===== src/rtl/ex_muldiv.sv =====
// ex_muldiv: RV32M multiply/divide unit for the EX stage. It runs an iterative
// radix-2 shift-add multiplier and restoring divider over operand magnitudes.
// Latency: 33 cycles from the accepting edge to done_o. Divide-by-zero and
// signed overflow finish in 1 cycle. stall_o holds the pipeline while the op is
// accepted or busy. Optional feature: define MULDIV_DIV_EN to build the divider
// (DIV/DIVU/REM/REMU); without it those encodings are ignored as non-M.
module ex_muldiv (
  input  logic        clk_i,
  input  logic        rst_i,
  input  logic        valid_i,
  input  logic        flush_i,
  input  logic [9:0]  funct_i,
  input  logic [31:0] RS1Data_i,
  input  logic [31:0] RS2Data_i,
  input  logic [4:0]  Rd_Addr_i,
  output logic        stall_o,
  output logic        done_o,
  output logic [31:0] result_o,
  output logic [4:0]  Rd_Addr_o
);

  typedef enum logic [1:0] {S_IDLE, S_BUSY, S_DONE} state_t;

  localparam logic [2:0] F_MUL    = 3'b000;
  localparam logic [2:0] F_MULH   = 3'b001;
  localparam logic [2:0] F_MULHSU = 3'b010;
  localparam logic [2:0] F_DIV    = 3'b100;
  localparam logic [2:0] F_REM    = 3'b110;

  state_t      state_q;
  logic [4:0]  cnt_q;
  logic [1:0]  op_q;       // funct3[1:0] of the op in flight
  logic        neg_q;      // final result must be negated
  logic [63:0] prod_q;     // {high/remainder, low/multiplier-quotient}
  logic [31:0] b_q;        // magnitude of operand B
  logic [4:0]  rd_q;
  logic [31:0] result_q;
  logic [4:0]  rd_out_q;

  logic [2:0]  f3;
  logic        is_mop;
  logic        accept;
  logic        a_signed, b_signed, a_neg, b_neg, neg_in;
  logic [31:0] a_mag, b_mag;
  logic [32:0] mul_sum;
  logic [63:0] mul_nxt, step_nxt, prod_fix;
  logic [31:0] busy_res;

`ifdef MULDIV_DIV_EN
  logic        div_q;
  logic        div_zero, div_ovf, special_hit;
  logic [31:0] special_res;
  logic [33:0] div_diff;
  logic [63:0] div_nxt;
  logic [31:0] div_sel;
`endif

  // Decode the ID/EX instruction and form operand magnitudes and the result sign
  always_comb begin
    f3 = funct_i[2:0];
`ifdef MULDIV_DIV_EN
    is_mop = (funct_i[9:3] == 7'b0000001);
`else
    is_mop = (funct_i[9:3] == 7'b0000001) && !funct_i[2];
`endif
    accept   = (state_q == S_IDLE) && valid_i && is_mop && !flush_i;
    a_signed = (f3 == F_MULH) || (f3 == F_MULHSU) || (f3 == F_DIV) || (f3 == F_REM);
    b_signed = (f3 == F_MULH) || (f3 == F_DIV) || (f3 == F_REM);
    a_neg    = a_signed && RS1Data_i[31];
    b_neg    = b_signed && RS2Data_i[31];
    a_mag    = a_neg ? (32'd0 - RS1Data_i) : RS1Data_i;
    b_mag    = b_neg ? (32'd0 - RS2Data_i) : RS2Data_i;
    // Remainder takes the dividend's sign; products and quotients the XOR of signs
    neg_in   = (f3 == F_REM) ? a_neg : (a_neg ^ b_neg);
  end

`ifdef MULDIV_DIV_EN
  // Divide corner cases that bypass the iterative datapath
  always_comb begin
    div_zero    = (RS2Data_i == 32'd0);
    div_ovf     = !f3[0] && (RS1Data_i == 32'h8000_0000) && (RS2Data_i == 32'hFFFF_FFFF);
    special_hit = f3[2] && (div_zero || div_ovf);
    if (f3[1]) begin
      special_res = div_zero ? RS1Data_i : 32'd0;
    end else begin
      special_res = div_zero ? 32'hFFFF_FFFF : 32'h8000_0000;
    end
  end
`endif

  // One iteration of the datapath: shift-add multiply, restoring divide
  always_comb begin
    mul_sum  = {1'b0, prod_q[63:32]} + (prod_q[0] ? {1'b0, b_q} : 33'd0);
    mul_nxt  = {mul_sum, prod_q[31:1]};
    step_nxt = mul_nxt;
`ifdef MULDIV_DIV_EN
    div_diff = {1'b0, prod_q[63:31]} - {2'b00, b_q};
    if (div_diff[33]) begin
      div_nxt = {prod_q[62:0], 1'b0};
    end else begin
      div_nxt = {div_diff[31:0], prod_q[30:0], 1'b1};
    end
    if (div_q) begin
      step_nxt = div_nxt;
    end
`endif
  end

  // Sign correction and result selection applied to the last iteration's output
  always_comb begin
    prod_fix = neg_q ? (64'd0 - step_nxt) : step_nxt;
    busy_res = (op_q == F_MUL[1:0]) ? prod_fix[31:0] : prod_fix[63:32];
`ifdef MULDIV_DIV_EN
    div_sel = op_q[1] ? step_nxt[63:32] : step_nxt[31:0];
    if (div_q) begin
      busy_res = neg_q ? (32'd0 - div_sel) : div_sel;
    end
`endif
  end

  // Control FSM and datapath registers; flush aborts without touching the result
  always_ff @(posedge clk_i or posedge rst_i) begin
    if (rst_i) begin
      state_q  <= S_IDLE;
      cnt_q    <= 5'd0;
      op_q     <= 2'd0;
      neg_q    <= 1'b0;
      prod_q   <= 64'd0;
      b_q      <= 32'd0;
      rd_q     <= 5'd0;
      result_q <= 32'd0;
      rd_out_q <= 5'd0;
`ifdef MULDIV_DIV_EN
      div_q    <= 1'b0;
`endif
    end else if (flush_i) begin
      state_q <= S_IDLE;
    end else begin
      case (state_q)
        S_IDLE: begin
          if (accept) begin
            op_q   <= f3[1:0];
            neg_q  <= neg_in;
            prod_q <= {32'd0, a_mag};
            b_q    <= b_mag;
            rd_q   <= Rd_Addr_i;
            cnt_q  <= 5'd0;
            state_q <= S_BUSY;
`ifdef MULDIV_DIV_EN
            div_q  <= f3[2];
            if (special_hit) begin
              result_q <= special_res;
              rd_out_q <= Rd_Addr_i;
              state_q  <= S_DONE;
            end
`endif
          end
        end
        S_BUSY: begin
          prod_q <= step_nxt;
          cnt_q  <= cnt_q + 5'd1;
          if (cnt_q == 5'd31) begin
            result_q <= busy_res;
            rd_out_q <= rd_q;
            state_q  <= S_DONE;
          end
        end
        S_DONE: begin
          // The instruction is still in ID/EX this cycle, so it must not re-issue
          state_q <= S_IDLE;
        end
        default: state_q <= S_IDLE;
      endcase
    end
  end

  // Outputs: stall covers the accepting cycle and every busy cycle
  always_comb begin
    stall_o   = !rst_i && (accept || (state_q == S_BUSY));
    done_o    = (state_q == S_DONE);
    result_o  = result_q;
    Rd_Addr_o = rd_out_q;
  end

endmodule


===== config.mk =====
export PLATFORM = sky130hd
export DESIGN_NAME = ex_muldiv
export DESIGN_NICKNAME = d
export VERILOG_FILES = /design/src/rtl/ex_muldiv.sv
export SDC_FILE = /design/constraint.sdc
export NUM_CORES = 1
export LEC_CHECK = 0
export CAP_MARGIN = 20
export CELL_PAD_IN_SITES_DETAIL_PLACEMENT = 2
export CELL_PAD_IN_SITES_GLOBAL_PLACEMENT = 2
export CORE_UTILIZATION = 34
export CTS_CLUSTER_DIAMETER = 150
export CTS_CLUSTER_SIZE = 25
export DETAILED_ROUTE_END_ITERATION = 7
export GPL_TIMING_DRIVEN = 0
export MAX_ROUTING_LAYER = met4
export PLACE_DENSITY_LB_ADDON = 0.1
export SETUP_SLACK_MARGIN = 0.05
export SKIP_LAST_GASP = 1
export SYNTH_ARGS = -nofsm -noshare
export SYNTH_HDL_FRONTEND = slang
export SYNTH_SLANG_ARGS = --single-unit

===== constraint.sdc =====
create_clock -name clk_i -period 6.7 [get_ports clk_i]
set_clock_uncertainty 0.15 [all_clocks]
set_input_delay 1.005 -clock clk_i [delete_from_list [all_inputs] [get_ports clk_i]]
set_output_delay 1.005 -clock clk_i [all_outputs]
set_load 0.01 [all_outputs]

Figure 1. Metal 1 (run 1).
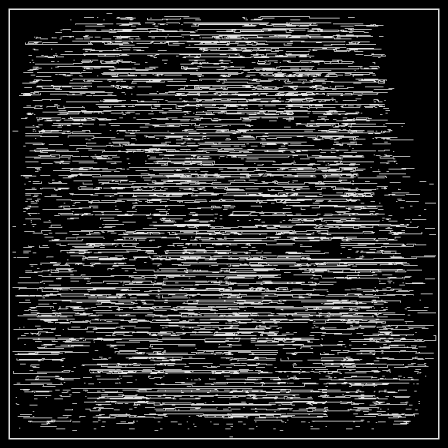
main direction: horizontal
nets with wire on the layer: 1,580
longest straight run: 93.8 µm
vias: 11,600
Detailed Route WL: 46.0 mm
GR Util met1: 38.7%

Figure 2. Metal 2 (run 1).
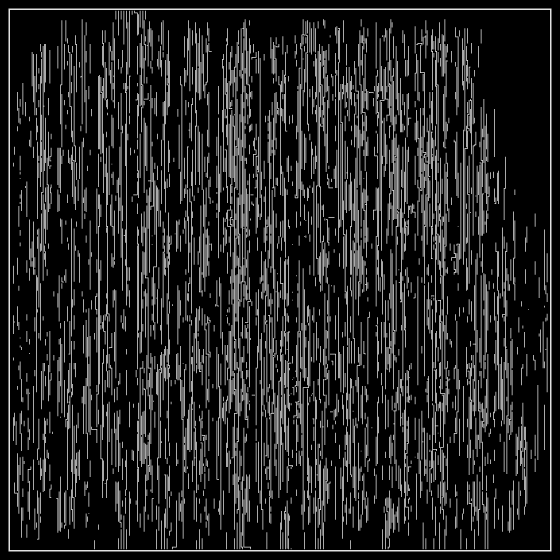
main direction: vertical
longest straight run: 72.6 µm
met2 Use GR: 45.2%

Figure 3. The metal 3 layer (run 1).
Bar = 50 µm.
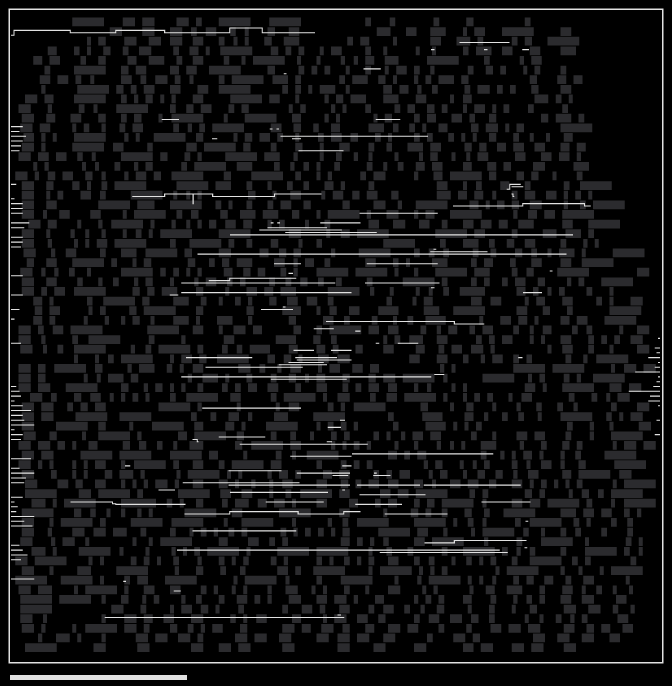
nets with wire on the layer: 128
main direction: horizontal
GR Util met3: 4.94%

Figure 4. M4 wires (run 1).
Bar = 50 µm.
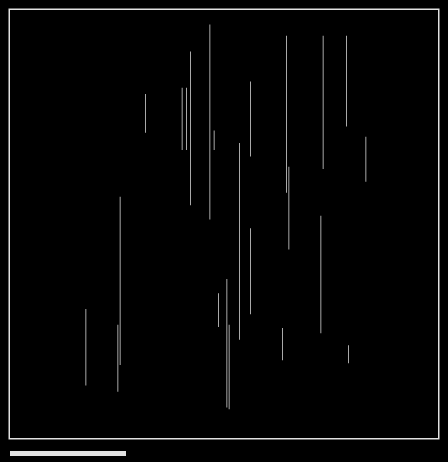
nets with wire on the layer: 17
wire length on this layer: 908 µm

-- run 1: cells by family after synthesis --
family	count (synthesis)	share of synthesized area, %
buffers and inverters	105	3.61
and+or+nand+nor	576	25.3
muxes	12	1.15
xor gates and xnor gates	127	9.85
AOI/OAI and AO/OA	433	23.0
adders and majority gates	38	4.28
DFF	148	32.8
-- run 1: worst register-to-register path, delay by kind of cell (launching register included) --
kind / cells / cell delay, ns
AOI/OAI and AO/OA: 3 / 0.98
xor gates and xnor gates: 1 / 0.59
adders and majority gates: 2 / 0.76
buffers and inverters: 1 / 0.26
DFF: 1 / 0.42
muxes: 1 / 0.15
and+or+nand+nor: 6 / 1.89
-- run 1: routing by layer --
layer,GRT usage (%),part of all wire (%)
met5,-,0
met4,7.60,2.0
met3,4.94,4.3
met2,45.2,46
met1,38.7,48
-- run 1: through the flow --
step	cell area (µm²)	cells
2_1_floorplan	11300	1439
3_3_place_gp	13100	2002
3_5_place_dp	13100	2006
4_1_cts	13700	2038
5_1_grt	13700	2039
6_report	13700	2039
-- run 1: cells in the mapped netlist, types with 10 or more instances --
cell type,number
inv_1,19
a31oi_1,11
and3_1,11
nor4_1,14
a21o_1,12
clkbuf_1,72
dfrtp_1,148
o31ai_1,22
xnor2_1,68
or3_1,23
nor2_1,78
xor2_1,59
o21ai_0,207
o211ai_1,14
nand2_1,249
a21oi_1,80
and2_1,43
a22o_1,10
nor3_1,28
nand3_1,41
ha_1,37
or4_1,11
nand4_1,20
-- run 1: state kept, by name, summed over array words and instances, names as in the netlist --
signal     cells
Rd_Addr_o      5
b_q           32
cnt_q          5
neg_q          1
op_q           2
prod_q        64
rd_q           5
result_o      32
state_q        2
==> flow_summary.json, run 1 <==
{
  "area_leaders": "dfrtp_1 33%, o21ai_0 9.2%, nand2_1 8.3%",
  "post_cts_resize_count": 0,
  "crit_fanout": 10,
  "yosys_cells": 1439,
  "fp_nets": 1560,
  "grt_pass1_vias": 12500,
  "initial_core_util_pct": 34.6,
  "nNonClkInverters": 19,
  "drive_gt1_share_pct": 5.26,
  "post-route-worst-setup-slack_ns": 1.42,
  "ys_seq_elements": 148,
  "sh_seq_area_pct": 27.1,
  "ant_nets": 0,
  "io_buffers": 121,
  "path_clk_slew_ns": 0.07,
  "wire_per_inst_um": 22.5,
  "cts.sinks": 148,
  "drv_slew": 0,
  "outcome": "complete, no violations",
  "setup_tns_ns": 0,
  "worstHoldPathCells": 2
}
Figure 5. Track usage over the die (run 1).
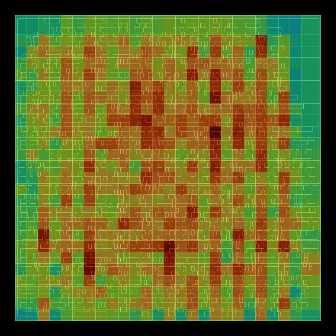

==> run 2, diff against run 1 <==
clock period = 5.1 ns   (was 6.7 ns; I/O delays follow)
Figure 6. Track usage over the die (run 2).
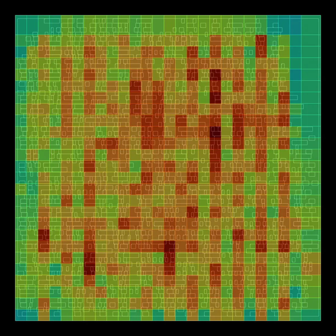
met2 Use GR: 45.3%
detailed-route wire length per cell: 22.6 µm
GR Util met1: 38.5%
GR Util met3: 5.16%

==> run 2 against run 1 <==
Net effect: sequential power is 31% higher; register-to-register slack worse by 1.2 ns; worst setup slack worse by 1.2 ns; global-route usage hardly changed; routed wire length is 0.40% higher; worst hold slack hardly changed; combinational power is 33% higher; critical path type unchanged.
==> flow_summary.json, run 2 <==
{
  "outcome": "complete, no violations",
  "fp_nets": 1560,
  "crit_fanout": 10,
  "post-place-cells": 2006,
  "post-route-worst-setup-slack_ns": 0.243,
  "synth.most_common_cell": "nand2_1",
  "worstHoldPathCells": 2,
  "xor_area_share_pct": 9.85,
  "stdcell_area_um2": 13800,
  "synth-adder-area-share_pct": 4.28,
  "dpl_cell_area_um2": 13100,
  "hold_viol": 0,
  "ir_worst_vdd_mv": 0.253,
  "largest_register_ffs": 64,
  "yosys.area_share.aoi_pct": 23.0,
  "io_buffers": 121,
  "post_cts_resize_count": 2,
  "drv_slew": 0,
  "cts.sinks": 148,
  "ant_nets": 0,
  "initial_core_util_pct": 34.6,
  "ys_seq_elements": 148,
  "max_slew.worst_pin.slew_ns": 1.09,
  "top_register": "prod_q",
  "topCombFamilyByArea": "simple AND/OR/NAND/NOR gates",
  "grt_pass1_vias": 12600,
  "mux_share_pct": 1.15,
  "path_clk_slew_ns": 0.07,
  "regArea_um2": 3700,
  "area_leaders": "dfrtp_1 33%, o21ai_0 9.2%, nand2_1 8.3%",
  "setup_tns_ns": 0,
  "drive_gt1_share_pct": 6.31,
  "yosys_cells": 1439,
  "top_cells_by_count": "249 x nand2_1, 207 x o21ai_0, 148 x dfrtp_1, 80 x a21oi_1, 78 x nor2_1",
  "final_cells": 2043
}
Figure 7. M4 wires (run 2).
Bar = 50 µm.
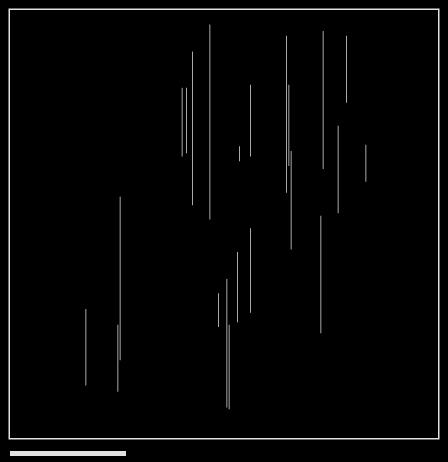
wire length on this layer: 881 µm
share of all routed wire: 1.9%
nets with wire on the layer: 19
longest straight run: 83.6 µm
main direction: vertical
vias: 11,700
Detailed Route WL: 46.1 mm

[run 2: cell count changes in the layout (fill, tap and decap cells not counted), sizes merged]
cell | before | now
buf | 18 | 24
clkbuf | 91 | 89
[run 2: worst max-delay path, delay by kind of cell (launching register included)]
family	cells	cell delay, ns
multiplexers	1	0.15
AND-OR/OR-AND	5	1.19
adder cells (fa/ha/maj)	2	0.75
flip-flops	1	0.42
buffers and inverters	2	0.48
AND/OR/NAND/NOR	5	1.64
[run 2: per-layer routing]
| layer | part of all wire, % | vias up | track usage, % |
|---|---|---|---|
| met5 | 0 | - | - |
| met4 | 1.9 | 0 | 7.60 |
| met3 | 4.6 | 44 | 5.16 |
| met2 | 46 | 250 | 45.3 |
| met1 | 47 | 5908 | 38.5 |
| li1 | - | 5463 | - |
[run 2: worst max-delay path by stage]
| stage | startpoint | to |
|---|---|---|
| 6_report | prod_q[0]$_DFFE_PP0P_ | result_o[30]$_DFFE_PP0P_ |
| 3_5_place_dp | prod_q[0]$_DFFE_PP0P_ | result_o[30]$_DFFE_PP0P_ |
| 2_1_floorplan | rst_i | Rd_Addr_o[0]$_DFFE_PP0P_ |
| 3_3_place_gp | rst_i | prod_q[41]$_DFFE_PP0P_ |
| 5_1_grt | prod_q[0]$_DFFE_PP0P_ | result_o[30]$_DFFE_PP0P_ |
| 4_1_cts | prod_q[0]$_DFFE_PP0P_ | result_o[30]$_DFFE_PP0P_ |
[run 2: layout make-up]
| type | instances | area share, % |
|---|---|---|
| multi-input combinational | 1186 | 52.5 |
| sequential | 148 | 26.9 |
| tap | 442 | 4.02 |
| antenna | 1 | 0.0182 |
| clock buffer | 19 | 3.22 |
| clock inverter | 13 | 0.827 |
| timing repair buffer | 131 | 9.52 |
| buffer | 84 | 2.40 |
| inverter | 19 | 0.572 |
Power and IR drop assume default switching activity.
